==> config.mk <==
export PLATFORM = sky130hd
export DESIGN_NAME = fbcpu_mem_responder
export DESIGN_NICKNAME = d
export VERILOG_FILES = /design/src/rtl/fbcpu_mem_responder.sv
export SDC_FILE = /design/constraint.sdc
export NUM_CORES = 1
export LEC_CHECK = 0
export CAP_MARGIN = 20
export CORE_MARGIN = 1
export CORE_UTILIZATION = 40
export DETAILED_ROUTE_END_ITERATION = 12
export PLACE_DENSITY = 0.6
export SLEW_MARGIN = 25
export SYNTH_ARGS = -nofsm -noshare
export SYNTH_HDL_FRONTEND = slang
export SYNTH_SLANG_ARGS = --single-unit
==> constraint.sdc <==
create_clock -name clk -period 3.35 [get_ports clk]
set_input_delay 1.005 -clock clk [delete_from_list [all_inputs] [get_ports clk]]
set_output_delay 1.005 -clock clk [all_outputs]
set_load 0.03 [all_outputs]
run_1/met2.png
The bar under the picture is 100 microns long.
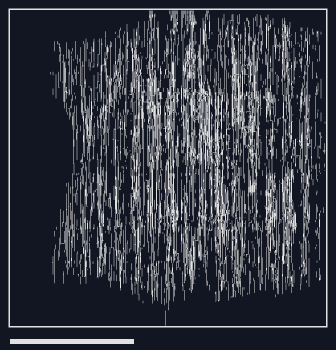
The longest straight run is 83.6 microns. 1,306 nets have wire on it.
drt total wl: 61,600 microns
total vias in the final route: 13.3k
global routing met2 resource utilization: 0.293

run_1/clock_map.png
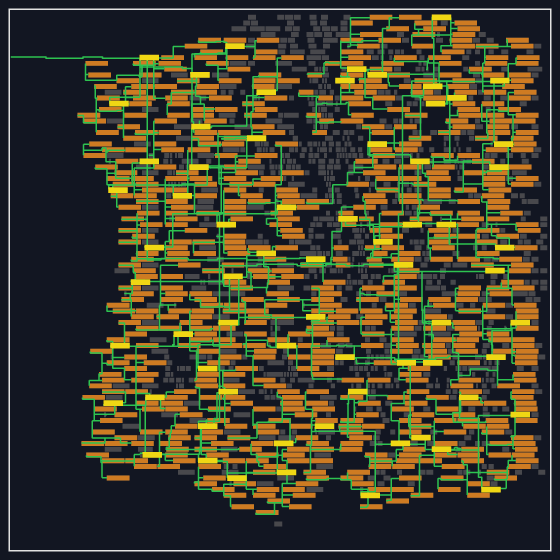
clock wires: marked green, length 7,240 microns. cells driving clock nets: marked yellow, count 67. flip-flops: marked orange, count 657.
Position of the flops: spread over the die.
clk_skew: 0.0177 ns
Late-Pin Clk Latency: 0.60 ns
P_clk: 7.02 mW

run_1/final_placement.png
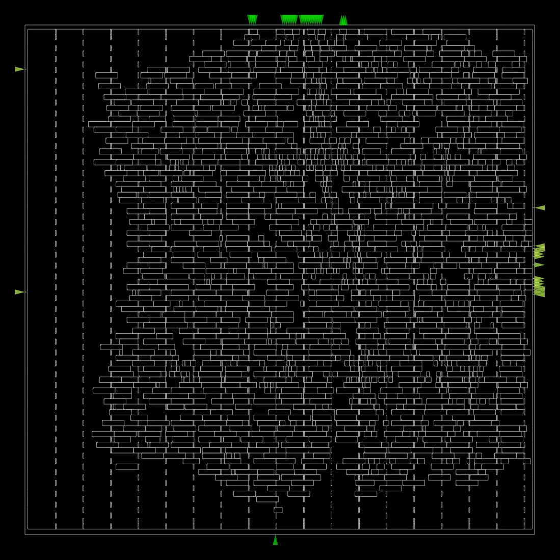
count of inserted tapcells: 846
Final Non-Filler Cells: 2,420
fraction of area in registers: 0.646

run_1/pdn.png
Pins as bars on the die edge. Tap cells in grey.
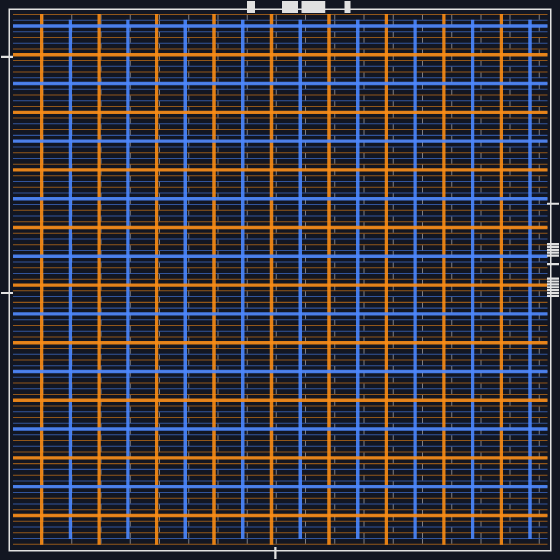
VSS: marked orange. VDD: marked blue.
93 met1 rails follow the rows. The core has 92 rows. 18 straps on met5. 18 straps on met4. 44 signal pins sit on the boundary.
width of the chip: 255 microns
height of the chip: 255 microns
maximum ir drop on the vdd rail: 0.307 mV

==> notes.md <==
Physical implementation.

- For this run the top cell type by instance count after synthesis was edfxtp_1.
- The total of fill cells in the finished design is 5,209.
- Per the run report, area growth between synthesis and finish was 18.1%.
- The wire length of the first global-routing pass is 89,800 microns.
- In this run, distinct cell masters in the synthesized netlist total 33.
- After legalization and detailed placement, the total HPWL measured 37,400 microns.
- The number of flip-flops under the largest register name is 640.
- After floorplanning, the core was sized to cover 0.0632 sq mm.
- The count of warning messages emitted by the tools is 26.
- At the pin with the least slew margin, the transition time is 0.716 ns.
- Gates resized during post-CTS repair numbered 0.
- The final cell utilization of the core is 0.479.
- The number of nets in the finished design is 1,559.
- The report gives the cell count of the worst hold path as 2.
- Data arrives at the worst endpoint at 3.25 ns.
- The number of nets still failing antenna checks after routing is 0.
- Looking at the cell usage after synthesis, the top flip-flop cell is edfxtp_1.
- The internal portion of the total power is 13.6 mW.
- The worst path meets setup with 0.396 ns of slack.
- met2 is the most crowded layer.
- Registers take 0.0196 sq mm.
- The aggregate global routing overflow is 0.
- The tightest min-delay check is of the reg2reg type.
- The final sum of negative setup slack is 0 ns.
- Per the detailed placement report, the placed cell area equals 0.0282 sq mm.
- The category of the critical setup timing path is in2reg.
- Of the total power, combinational logic draws 0.064.
- Overall routing resource usage recorded by global route was 0.193.
- The path length in cells of the critical path is 6.
- Counting every instance in the synthesized netlist gives 1,344.
- The number of failing setup endpoints in the final timing report is 0.
- The synth_stat.txt file lists the number of cells as 1,344.
- For reference, the post-synthesis area per instance comes to 19.1 sq um.
- The floorplan core density is 0.405.
- The placer congestion estimate is 0.861.
- The smallest clock period supported by the final layout is computed as 2.95 ns.
- The total area of multi-input combinational cells is 0.00570 sq mm.
- The script reports the combined buffer and inverter count of the critical path as 2.
- The count of H-tree levels built during CTS is 3.
- The quantity of hold-fixing buffers added after cts is 0.
- The number of DRC markers after the initial detailed-route iteration is 1,462.
- The site row count is 92.
- The finished cells cover 0.0303 sq mm.
- Total power for the finished layout comes to 17.3 mW.
- The number of buffer cells added on primary ports is 43.
- By count the netlist is led by edfxtp_1 (640), mux2i_1 (166), a22oi_1 (120).
- The post-synthesis chip area from yosys is 0.0256 sq mm.
- The report shows a maximum critical-path fanout of 10.
- The headroom to the max-slew limit is 0.509.
- The delay of the slowest cell on the worst path is 0.52 ns.
- The CTS clock-pin slew for the worst setup and hold paths is 0.06 ns.
- The cell accounting for the most synthesized area is edfxtp_1.
- In the routed layout, each cell is associated on average with a via count of 5.51.
- The post-CTS setup repair buffer count is 0.
- The run reported a max-capacitance violation count of 0.
- For met1 alone, demand over resource in global routing was 0.271.
- Setup repair after global routing left no endpoint under its margin.
- The number of buffers inserted during clock tree synthesis is 67.
- Per the detail_route report, routed wire per instance is 25.4 microns.
- The tree is rooted in a clkbuf_16.
- The kind of cell with the highest combined delay along the critical path is simple AND/OR/NAND/NOR gates.
- The leakage power in the latest report is 10.0 nW.
- The cell area after synthesis is 0.0256 sq mm.
- The maximum number of pins on one net before global-route repair is 65.
- The floorplan step defined a die boundary enclosing 0.0651 sq mm.
- The number of global-route vias before repair is 13.3k.
- The net count entering floorplan is 1,377.
- The synthesis-stage register bit count is 657.
- The setup slack of the worst register-to-register path is 0.72 ns.
- The share of post-route cells with drive strength above 1 is 0.210.
- The clock sink total is 657.
- The maximum buffer depth of the clock tree is 3.
- In the synthesized netlist the async set-or-reset flop fraction comes to 0.
- The run finished with clean final reports.
==> run 1: layer usage <==
layer  wire, microns  share of wire
met1           26600           0.43
met2           28400           0.46
met3            4880          0.079
met4            1690          0.027
met5              10        0.00016
==> run 1: layout by cell type, fill, tap and decap left out, types with 2 or more instances in the layout <==
cell,synthesis,final
nand2b_1,5,5
bufinv_16,0,3
nor2_2,0,2
edfxtp_1,640,640
nor2b_2,0,2
clkdlybuf4s50_1,0,41
clkinv_1,0,16
nand3_1,50,50
mux2_2,12,12
xor2_1,3,3
buf_6,5,2
clkbuf_1,22,17
nand3b_1,4,4
clkinv_2,0,5
nor2_1,89,87
nand4_1,22,22
and3_1,2,2
a22oi_1,120,120
dfxtp_1,17,17
nor3_1,6,5
buf_12,0,29
mux2i_1,166,166
o21ai_0,3,3
clkbuf_8,0,2
clkinvlp_4,0,2
nor3b_2,0,2
a221o_1,10,10
nand2_1,25,25
mux4_2,80,80
buf_4,3,115
clkbuf_16,0,70
==> run 1: cells by family after synthesis <==
family                   Yosys count  synth area share
AND-OR/OR-AND                    137            0.0408
buffers and inverters             75            0.0149
XOR/XNOR                           4           0.00137
flip-flops                       657             0.764
AND/OR/NAND/NOR                  212            0.0383
multiplexers                     258             0.140
adder cells (fa/ha/maj)            1          0.000488
==> run 1: power by group through the flow <==
stage / Combinational (mW) / Clock (mW) / Sequential (mW)
finish: 1.11 / 7.02 / 9.15
floorplan: 0.562 / 0 / 9.33
CTS: 1.11 / 7.17 / 9.14
detailed placement: 1.11 / 0 / 9.32
global placement: 1.09 / 0 / 9.32
global route: 1.17 / 7.48 / 9.14
==> run 1: worst reg2reg max path, stage by stage, from the launching register on <==
cell,delay (ns)
dfxtp_1,0.36
buf_4,0.26
nand2_2,0.21
mux2i_1,0.48
nand4_1,0.50
nor3_1,0.30
buf_4,0.23
==> run 1: final cells by class <==
type                            count  share of cell area
Antenna cell                        1           0.0000827
Timing Repair Buffer              188              0.0625
Tap cell                          846              0.0350
Multi-Input combinational cell    612               0.188
Sequential cell                   657               0.646
Clock inverter                     27             0.00682
Clock buffer                       89              0.0609
No activity file was given, so power comes from the tool's default toggle rates.
